$ cat config.mk
export PLATFORM = sky130hd
export DESIGN_NAME = alu_arbiter_flat
export DESIGN_NICKNAME = d
export VERILOG_FILES = /design/src/rtl/alu_arbiter_if.sv /design/src/rtl/alu_arbiter.sv /design/src/flat_wrapper.sv
export SDC_FILE = /design/constraint.sdc
export NUM_CORES = 1
export LEC_CHECK = 0
export CAP_MARGIN = 30
export CORE_AREA = 5 5 204 206
export DETAILED_ROUTE_END_ITERATION = 8
export DIE_AREA = 0 0 209 211
export PLACE_DENSITY_LB_ADDON = 0.25
export SLEW_MARGIN = 20
export SYNTH_ARGS = -nofsm -noshare
export SYNTH_HDL_FRONTEND = slang
export SYNTH_SLANG_ARGS = --single-unit
$ cat constraint.sdc
create_clock -name clk -period 11.1 [get_ports clk]
set_input_delay 1.665 -clock clk [delete_from_list [all_inputs] [get_ports clk]]
set_output_delay 1.665 -clock clk [all_outputs]
set_load 0.02 [all_outputs]
$ cat src/rtl/alu_arbiter_if.sv
// Bundle between two ALU requesters, the arbiter, the shared ALU and the response consumer.
// The arbiter connects through the slave modport; the surrounding system uses master.
interface alu_arbiter_if #(
    parameter int WIDTH = 64,
    parameter int OPW   = 4
);
    logic             req0_valid;
    logic             req0_ready;
    logic [WIDTH-1:0] req0_a;
    logic [WIDTH-1:0] req0_b;
    logic [OPW-1:0]   req0_op;

    logic             req1_valid;
    logic             req1_ready;
    logic [WIDTH-1:0] req1_a;
    logic [WIDTH-1:0] req1_b;
    logic [OPW-1:0]   req1_op;

    logic [WIDTH-1:0] alu_a;
    logic [WIDTH-1:0] alu_b;
    logic [OPW-1:0]   alu_op;
    logic [WIDTH-1:0] alu_result;
    logic             alu_zero;

    logic             rsp_valid;
    logic             rsp_ready;
    logic             rsp_id;
    logic [WIDTH-1:0] rsp_result;
    logic             rsp_zero;
    logic             busy;

    modport slave (
        input  req0_valid, req0_a, req0_b, req0_op,
        input  req1_valid, req1_a, req1_b, req1_op,
        input  alu_result, alu_zero, rsp_ready,
        output req0_ready, req1_ready,
        output alu_a, alu_b, alu_op,
        output rsp_valid, rsp_id, rsp_result, rsp_zero, busy
    );

    modport master (
        output req0_valid, req0_a, req0_b, req0_op,
        output req1_valid, req1_a, req1_b, req1_op,
        output alu_result, alu_zero, rsp_ready,
        input  req0_ready, req1_ready,
        input  alu_a, alu_b, alu_op,
        input  rsp_valid, rsp_id, rsp_result, rsp_zero, busy
    );
endinterface

$ cat src/rtl/alu_arbiter.sv
// Two-requester arbiter for one shared combinational ALU: one operation in flight,
// fairness from a priority pointer that flips to the other requester after every grant.
//
// state | meaning
// IDLE  | waiting for a request; grant computed combinationally
// EXEC  | operands registered and driving the ALU for one cycle
// RESP  | result held on the response port until rsp_ready
module alu_arbiter #(
    parameter int WIDTH = 64,
    parameter int OPW   = 4
) (
    input  logic          clk,
    input  logic          rst,
    alu_arbiter_if.slave  bus
);
    typedef enum logic [1:0] {
        IDLE = 2'd0,
        EXEC = 2'd1,
        RESP = 2'd2
    } state_t;

    state_t           state;
    state_t           state_nxt;
    logic             prio;
    logic             take0;
    logic             take1;
    logic [WIDTH-1:0] opnd_a;
    logic [WIDTH-1:0] opnd_b;
    logic [OPW-1:0]   opnd_op;
    logic             opnd_id;
    logic [WIDTH-1:0] rsp_result_q;
    logic             rsp_zero_q;
    logic             rsp_id_q;

    always_comb begin
        state_nxt = state;
        take0     = 1'b0;
        take1     = 1'b0;
        case (state)
            IDLE: begin
                // readys are also held low while rst is asserted
                take0 = !rst && bus.req0_valid && (!bus.req1_valid || !prio);
                take1 = !rst && bus.req1_valid && (!bus.req0_valid ||  prio);
                if (take0 || take1) begin
                    state_nxt = EXEC;
                end
            end
            EXEC: begin
                state_nxt = RESP;
            end
            RESP: begin
                if (bus.rsp_ready) begin
                    state_nxt = IDLE;
                end
            end
            default: begin
                state_nxt = IDLE;
            end
        endcase
    end

    always_ff @(posedge clk or posedge rst) begin
        if (rst) begin
            state        <= IDLE;
            prio         <= 1'b0;
            opnd_a       <= '0;
            opnd_b       <= '0;
            opnd_op      <= '0;
            opnd_id      <= 1'b0;
            rsp_result_q <= '0;
            rsp_zero_q   <= 1'b0;
            rsp_id_q     <= 1'b0;
        end else begin
            state <= state_nxt;
            if (take0 || take1) begin
                opnd_a  <= take1 ? bus.req1_a  : bus.req0_a;
                opnd_b  <= take1 ? bus.req1_b  : bus.req0_b;
                opnd_op <= take1 ? bus.req1_op : bus.req0_op;
                opnd_id <= take1;
                prio    <= ~take1;
            end
            if (state == EXEC) begin
                rsp_result_q <= bus.alu_result;
                rsp_zero_q   <= bus.alu_zero;
                rsp_id_q     <= opnd_id;
            end
        end
    end

    assign bus.req0_ready = take0;
    assign bus.req1_ready = take1;
    assign bus.alu_a      = opnd_a;
    assign bus.alu_b      = opnd_b;
    assign bus.alu_op     = opnd_op;
    assign bus.rsp_valid  = (state == RESP);
    assign bus.rsp_id     = rsp_id_q;
    assign bus.rsp_result = rsp_result_q;
    assign bus.rsp_zero   = rsp_zero_q;
    assign bus.busy       = (state != IDLE);
endmodule

$ cat src/flat_wrapper.sv
// flat-port wrapper written by rule: the top's interface ports become plain ports
module alu_arbiter_flat 
#(
    parameter int WIDTH = 64,
    parameter int OPW   = 4
)
  (clk, rst, bus_req0_valid, bus_req0_a, bus_req0_b, bus_req0_op, bus_req1_valid, bus_req1_a, bus_req1_b, bus_req1_op, bus_alu_result, bus_alu_zero, bus_rsp_ready, bus_req0_ready, bus_req1_ready, bus_alu_a, bus_alu_b, bus_alu_op, bus_rsp_valid, bus_rsp_id, bus_rsp_result, bus_rsp_zero, bus_busy);
  alu_arbiter_if #(.WIDTH(WIDTH), .OPW(OPW)) bus_i ();
  input  logic clk;
  input  logic rst;
  input wire logic [$bits(bus_i.req0_valid)-1:0] bus_req0_valid;
  input wire logic [$bits(bus_i.req0_a)-1:0] bus_req0_a;
  input wire logic [$bits(bus_i.req0_b)-1:0] bus_req0_b;
  input wire logic [$bits(bus_i.req0_op)-1:0] bus_req0_op;
  input wire logic [$bits(bus_i.req1_valid)-1:0] bus_req1_valid;
  input wire logic [$bits(bus_i.req1_a)-1:0] bus_req1_a;
  input wire logic [$bits(bus_i.req1_b)-1:0] bus_req1_b;
  input wire logic [$bits(bus_i.req1_op)-1:0] bus_req1_op;
  input wire logic [$bits(bus_i.alu_result)-1:0] bus_alu_result;
  input wire logic [$bits(bus_i.alu_zero)-1:0] bus_alu_zero;
  input wire logic [$bits(bus_i.rsp_ready)-1:0] bus_rsp_ready;
  output wire logic [$bits(bus_i.req0_ready)-1:0] bus_req0_ready;
  output wire logic [$bits(bus_i.req1_ready)-1:0] bus_req1_ready;
  output wire logic [$bits(bus_i.alu_a)-1:0] bus_alu_a;
  output wire logic [$bits(bus_i.alu_b)-1:0] bus_alu_b;
  output wire logic [$bits(bus_i.alu_op)-1:0] bus_alu_op;
  output wire logic [$bits(bus_i.rsp_valid)-1:0] bus_rsp_valid;
  output wire logic [$bits(bus_i.rsp_id)-1:0] bus_rsp_id;
  output wire logic [$bits(bus_i.rsp_result)-1:0] bus_rsp_result;
  output wire logic [$bits(bus_i.rsp_zero)-1:0] bus_rsp_zero;
  output wire logic [$bits(bus_i.busy)-1:0] bus_busy;
  assign bus_i.req0_valid = bus_req0_valid;
  assign bus_i.req0_a = bus_req0_a;
  assign bus_i.req0_b = bus_req0_b;
  assign bus_i.req0_op = bus_req0_op;
  assign bus_i.req1_valid = bus_req1_valid;
  assign bus_i.req1_a = bus_req1_a;
  assign bus_i.req1_b = bus_req1_b;
  assign bus_i.req1_op = bus_req1_op;
  assign bus_i.alu_result = bus_alu_result;
  assign bus_i.alu_zero = bus_alu_zero;
  assign bus_i.rsp_ready = bus_rsp_ready;
  assign bus_req0_ready = bus_i.req0_ready;
  assign bus_req1_ready = bus_i.req1_ready;
  assign bus_alu_a = bus_i.alu_a;
  assign bus_alu_b = bus_i.alu_b;
  assign bus_alu_op = bus_i.alu_op;
  assign bus_rsp_valid = bus_i.rsp_valid;
  assign bus_rsp_id = bus_i.rsp_id;
  assign bus_rsp_result = bus_i.rsp_result;
  assign bus_rsp_zero = bus_i.rsp_zero;
  assign bus_busy = bus_i.busy;
  alu_arbiter #(.WIDTH(WIDTH), .OPW(OPW)) u_core (.clk(clk), .rst(rst), .bus(bus_i));
endmodule
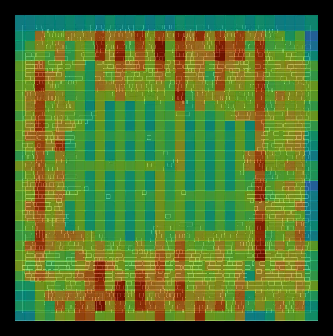
Fig. 1. Routing congestion (run 1).
All-Layer GR Usage: 18.5%
routed length per instance: 22.6 um
fraction of met3 tracks used by global routing: 4.47%
highest-utilization routing layer at the global route stage: met2

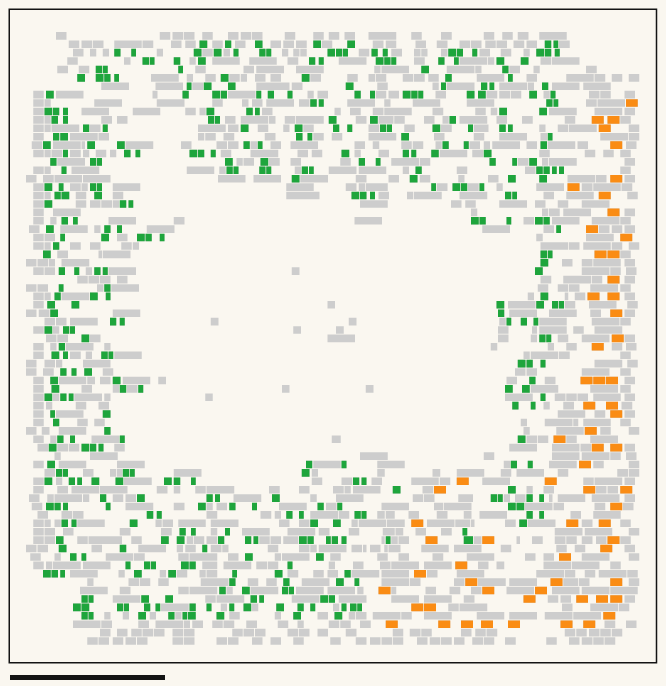
Fig. 2. Logic cells by family (run 1).
Bar = 50 um.
Orange stands for mux cells, cells 66. Green stands for aoi and oai cells, cells 399, where widely spread.

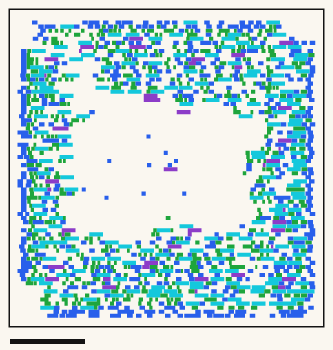
Fig. 3. Placement by cell class (run 1).
Bar = 50 um.
Purple stands for clock drivers and dummy loads, cells 44, share of their area 5.4%. Cyan stands for registers, cells 202, share of their area 32%. Green stands for remaining logic cells, cells 614, share of their area 27%. Blue stands for remaining buffers and delay cells, cells 551, share of their area 35%.

## run 1: final timing paths
kind                                             end  slack, ps  cells past startpoint
hold reg to reg                       u_core.opnd_id        480                      1
max in group asynchronous       u_core.bus.alu_a[46]       8040                      3
setup reg to reg                u_core.bus.alu_a[56]       7840                      5
hold / removal                        u_core.opnd_id        480                      1
setup / recovery                      bus_req0_ready       5560                      5
min in group asynchronous  u_core.bus.rsp_result[31]       1770                      2
## run 1: report_power, final
part | internal, mW | switching, mW
logic | 0.930 | 1.09
registers | 1.08 | 0.193
clock network | 0.515 | 0.329
total | 2.52 | 1.61
## run 1: state kept, by name (all words and copies together) (netlist names), 2 cells and up
name                   flops
u_core.bus.alu_a          64
u_core.bus.alu_b          64
u_core.bus.rsp_result     64
u_core.bus.alu_op          4
u_core.state               2
## run 1: per-layer routing
layer  GRT usage [%]  share of wire (%)  vias up
met5               0                  0        -
met4            5.45                2.3        0
met3            4.47                7.1       56
met2            31.0                 49      470
met1            24.0                 41     5077
li1                -                  -     4673
## run 1: per-stage QoR
stage                     std cells  hold WS (ps)
after global routing           1941           486
after detailed placement       1891           466
after global placement         1891           459
final                          1941           476
after floorplan                 956           446
after CTS                      1935           480
## run 1: area by class of cell
class                      instances  area (um2)
timing repair buffer             551        5490
clock buffer                      34         709
antenna                            5        12.5
inverter                           6        32.5
multi-input combinational        608        4170
tap                              525         657
fill                            3923       23200
sequential                       202        5050
clock inverter                    10         130
## run 1: kinds of logic (layout without fill, tap and decap cells)
logic type | count (synthesis) | in the layout | synth area share [%]
compound gates | 400 | 400 | 25.3
buf+inv | 146 | 601 | 6.94
flops | 202 | 202 | 51.2
mux | 66 | 66 | 7.52
other cells | 0 | 5 | 0
simple gates | 142 | 142 | 9.04
==> results.yml, run 1 <==
# implementation run metrics
cells_and_area:
  final_cell_mix: "clkdlybuf4s50_1 (534), dfrtp_1 (202), a21oi_1 (133)"
  final_cell_area_um2: 16300
  mostFrequentLayoutCell: "clkdlybuf4s50_1"
  finish.utilization_pct: 41.2
status:
  run_status: "finished, final reports clean"
timing:
  postLayoutSetupSlackWorst_ps: 5560
  final-hold-violation-count: 0
  setup-tns-final_ps: 0
  clock-skew-final_ps: 13.0
  fin_crit_sh_pct: 49.9
  slew_worst_pin_ps: 1010
  timing.final.crit_period_ps: 5540
  rsz0062_at_grt: "false"
  slew_headroom_pct: 32.7
synthesis:
  syn-num-nets: 1290
  yosysTopAreaCellShare_pct: 51.2
  distinct_lib_cells_used: 22
  synth.cells.most_frequent: "dfrtp_1 (202), a21oi_1 (133), a31oi_1 (132), nand4_1 (132), o31ai_1 (132)"
  synthCells: 956
  syn_area_per_cell_um2: 10.3
  synth_area_um2: 9880
  postSynthSeqShare_pct: 51.2
  yosysWarningCount: 0
  postSynth.asyncResetShare_pct: 100
  synth-cells-yosys: 956
  post_synth_tally_of_flip_flops_with_integrated_enable: 0
  synth_flops: 202
  synth_area_leader_cell: "dfrtp_1"
drt:
  postRouteAntennaNets: 0
  drcViolationCount: 0
  finalWirelength_mm: 43.9
  dr.first_iter.drc_count: 703
floorplan:
  chipHeight_um: 211
  number_of_placement_rows: 73
  die.size.x_um: 209
flow_run:
  log.warning_count: 26
  max_cap_violations: 0
critical_path:
  worst-setup-path-type: "input port to output port"
  timing.critical_path.max_delay_family: "buffers and inverters"
  critical-path-slowest-cell: "clkdlybuf4s50_1"
  path_buffers: 4
  startpoint_type: "input port"
  cp_slowest_stage_delay_ps: 570
  critical_path_cell_by_cell: "buf_4, inv_4, o2111ai_1, inv_1, clkdlybuf4s50_1"
  end_kind: "output port"
  timing.critical_path.arrival_ps: 3870
cts:
  cts_num_sinks: 202
  tritoncts: "yes"
  post_cts.repair.setup_buffers: 0
  clkLatencyLatePin_ps: 530
  total_clock_buffers_created_by_cts: 25
  ctsRootBufferMaster: "clkbuf_16"
  cts_buffer_depth: 3
  cts_htree_levels: 1
  worst_setup_hold_path_clk_slew_ps: 60
global_route:
  globalRoute.totalOverflow: 0
  largest_net_degree_at_the_start_of_global_routing: 98
  antenna_found_initial: 5
  grt_first_pass_wirelength_mm: 65.7
  number_of_global_route_vias_before_repair: 10400
placed_design:
  post-dp-hpwl_mm: 29.1
  routabilityCongestion: 0.797
pwr:
  power_mw: 4.13
  worst_ir_drop_vdd_uv: 94.8
hold_path:
  hp-start: "u_core.opnd_id"
  hold_class: "register to register"
--- run 2 (diff from run 1) ---
- clock period: 11.1 -> 4.55 ns (I/O delays scaled with it)
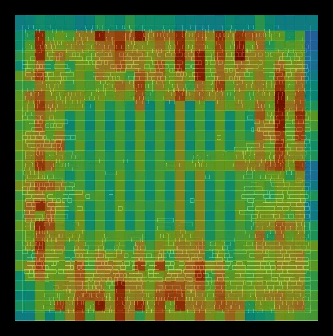
Fig. 4. Routing congestion (run 2).
fraction of met3 tracks used by global routing: 4.38%
global routing usage on met1: 24.5%
core occupancy in the finished layout: 41.7%
met2 usage in global routing: 31.1%
routed length per instance: 22.8 um

==> run 2 against run 1 <==
  * Worst setup slack got worse by 4200 ps
  * First-iteration DRC count grew 4.8%
  * Power grew to 2.5 times the previous value
  * Critical path depth is 1 lower
  * Count of clock-buffer cells in the layout decreased by 2
  * Sequential power is 140% higher
  * Via count shrank 1.0%
  * Clock power increased to 2.8 times the previous value
  * Non-clock buffer count up 4
  * Clock skew is 4.8 ps lower
  * Critical endpoint is now bus_req1_ready
  * Largest cell class unchanged
==> results.yml, run 2 <==
# implementation run metrics
status:
  run_status: "finished, final reports clean"
cts:
  cts_buffer_depth: 3
  cts_num_sinks: 202
  clkLatencyLatePin_ps: 530
  cts_htree_levels: 1
  ctsRootBufferMaster: "clkbuf_16"
  total_clock_buffers_created_by_cts: 25
  worst_setup_hold_path_clk_slew_ps: 60
  post_cts.repair.setup_buffers: 0
  tritoncts: "yes"
critical_path:
  timing.critical_path.arrival_ps: 2490
  worstPathMaxFanout: 3
  worst-r2r-setup-slack_ps: 2130
  worst_r2r_path_depth: 5
  path_common_cell: "clkdlybuf4s50_1"
  termination_of_the_worst_setup_path: "bus_req1_ready"
  cp_slowest_stage_delay_ps: 680
  path_buffers: 2
  worst-setup-path-type: "input port to output port"
  critical_path_cell_by_cell: "clkdlybuf4s50_1, or3_4, nor3_2, clkdlybuf4s50_1"
  timing.rr.end: "u_core.bus.alu_b[19]"
  critical-path-slowest-cell: "clkdlybuf4s50_1"
  timing.critical_path.max_delay_family: "buffers and inverters"
  startpoint_type: "input port"
  end_kind: "output port"
  cp_num_cells: 4
timing:
  postLayoutSetupSlackWorst_ps: 1370
  timing.final.crit_period_ps: 3180
  slew_worst_pin_ps: 1000
  final-hold-violation-count: 0
  rsz0062_at_grt: "false"
  fin_crit_sh_pct: 69.8
  clock-skew-final_ps: 8.25
  report.final.slew_viol_count: 0
  slew_headroom_pct: 33.1
cells_and_area:
  multi_input_comb_area_um2: 4170
  final_cell_count_no_fill: 1945
  seqCellArea_um2: 5050
  mostFrequentLayoutCell: "clkdlybuf4s50_1"
  fillers: 3826
  final_cell_mix: "clkdlybuf4s50_1 (534), dfrtp_1 (202), a21oi_1 (133)"
synthesis:
  syn-num-nets: 1290
  post_synth_tally_of_flip_flops_with_integrated_enable: 0
  synth-cells-yosys: 956
  synth.cells.most_frequent: "dfrtp_1 (202), a21oi_1 (133), a31oi_1 (132), nand4_1 (132), o31ai_1 (132)"
  synth_area_leader_cell: "dfrtp_1"
  yosysTopAreaCellShare_pct: 51.2
  synth_area_um2: 9880
  distinct_lib_cells_used: 22
  postSynthSeqShare_pct: 51.2
  synthCells: 956
  postSynth.asyncResetShare_pct: 100
  yosysWarningCount: 0
  syn_area_per_cell_um2: 10.3
  synth_flops: 202
drt:
  postRouteAntennaNets: 0
  dr.first_iter.drc_count: 737
  drcViolationCount: 0
  finalWirelength_mm: 44.3
pwr:
  leakagePower_nw: 6.02
  worst_ir_drop_vdd_uv: 219
global_route:
  number_of_global_route_vias_before_repair: 10300
  largest_net_degree_at_the_start_of_global_routing: 146
  grt_first_pass_wirelength_mm: 66.4
  grt.total_usage_pct: 18.8
  antenna_found_initial: 3
  globalRoute.totalOverflow: 0
hold_path:
  whs_path_depth: 1
  hp-start: "u_core.opnd_id"
  end_of_the_worst_hold_path: "u_core.opnd_id"
  hold_class: "register to register"
placed_design:
  routabilityCongestion: 0.817
  placed_cells: 1896
  post-dp-hpwl_mm: 29.0
flow_run:
  log.warning_count: 31
  max_cap_violations: 0
floorplan:
  chipHeight_um: 211
  die.size.x_um: 209
  number_of_placement_rows: 73
==> run 2: cell count changes in the layout (fill, tap and decap cells not counted), sizes merged <==
cell    previous run  this run
buf               17        21
clkbuf            34        32
diode              5         3
clkinv             5         4
bufinv             3         8
==> run 2: kinds of logic after synthesis <==
kind of cell	synth area share [%]
DFF	51.2
and+or+nand+nor	9.04
buffers and inverters	6.94
muxes	7.52
AOI/OAI and AO/OA	25.3
==> run 2: metal layers <==
| metal | global-route usage [%] | share of wire, % | up-vias |
|---|---|---|---|
| li1 | - | - | 4675 |
| met1 | 24.5 | 41 | 4975 |
| met2 | 31.1 | 49 | 450 |
| met3 | 4.38 | 7.3 | 69 |
| met4 | 6.05 | 2.7 | 0 |
| met5 | 0 | 0 | - |
==> run 2: report_power, final <==
part	switching, mW	leakage [nW]	internal, mW	total (mW)
clock network	0.836	0.486	1.56	2.39
registers	0.455	2.27	2.62	3.08
logic	2.65	3.27	2.28	4.93
==> run 2: stage by stage <==
step,setup TNS (ps),power (mW),util [%],hold WS [ps],instance area [um2]
floorplan,-376,5.54,-,446,9880
global placement,0,8.06,39.2,485,15500
detailed placement,0,8.09,39.2,491,15500
CTS,0,10.5,41.7,505,16500
global route,0,10.9,41.7,516,16500
finish,0,10.4,41.7,501,16500
==> run 2: layout make-up <==
class | count | share of cell area [%]
multi-input cells | 608 | 25.4
clock inverters | 14 | 1.68
inverters | 6 | 0.175
flip-flops and latches | 202 | 30.7
well taps | 525 | 3.99
repair buffers | 555 | 33.7
diodes | 3 | 0.0456
clock buffers | 32 | 4.32
No activity file was given, so power comes from the tool's default toggle rates.
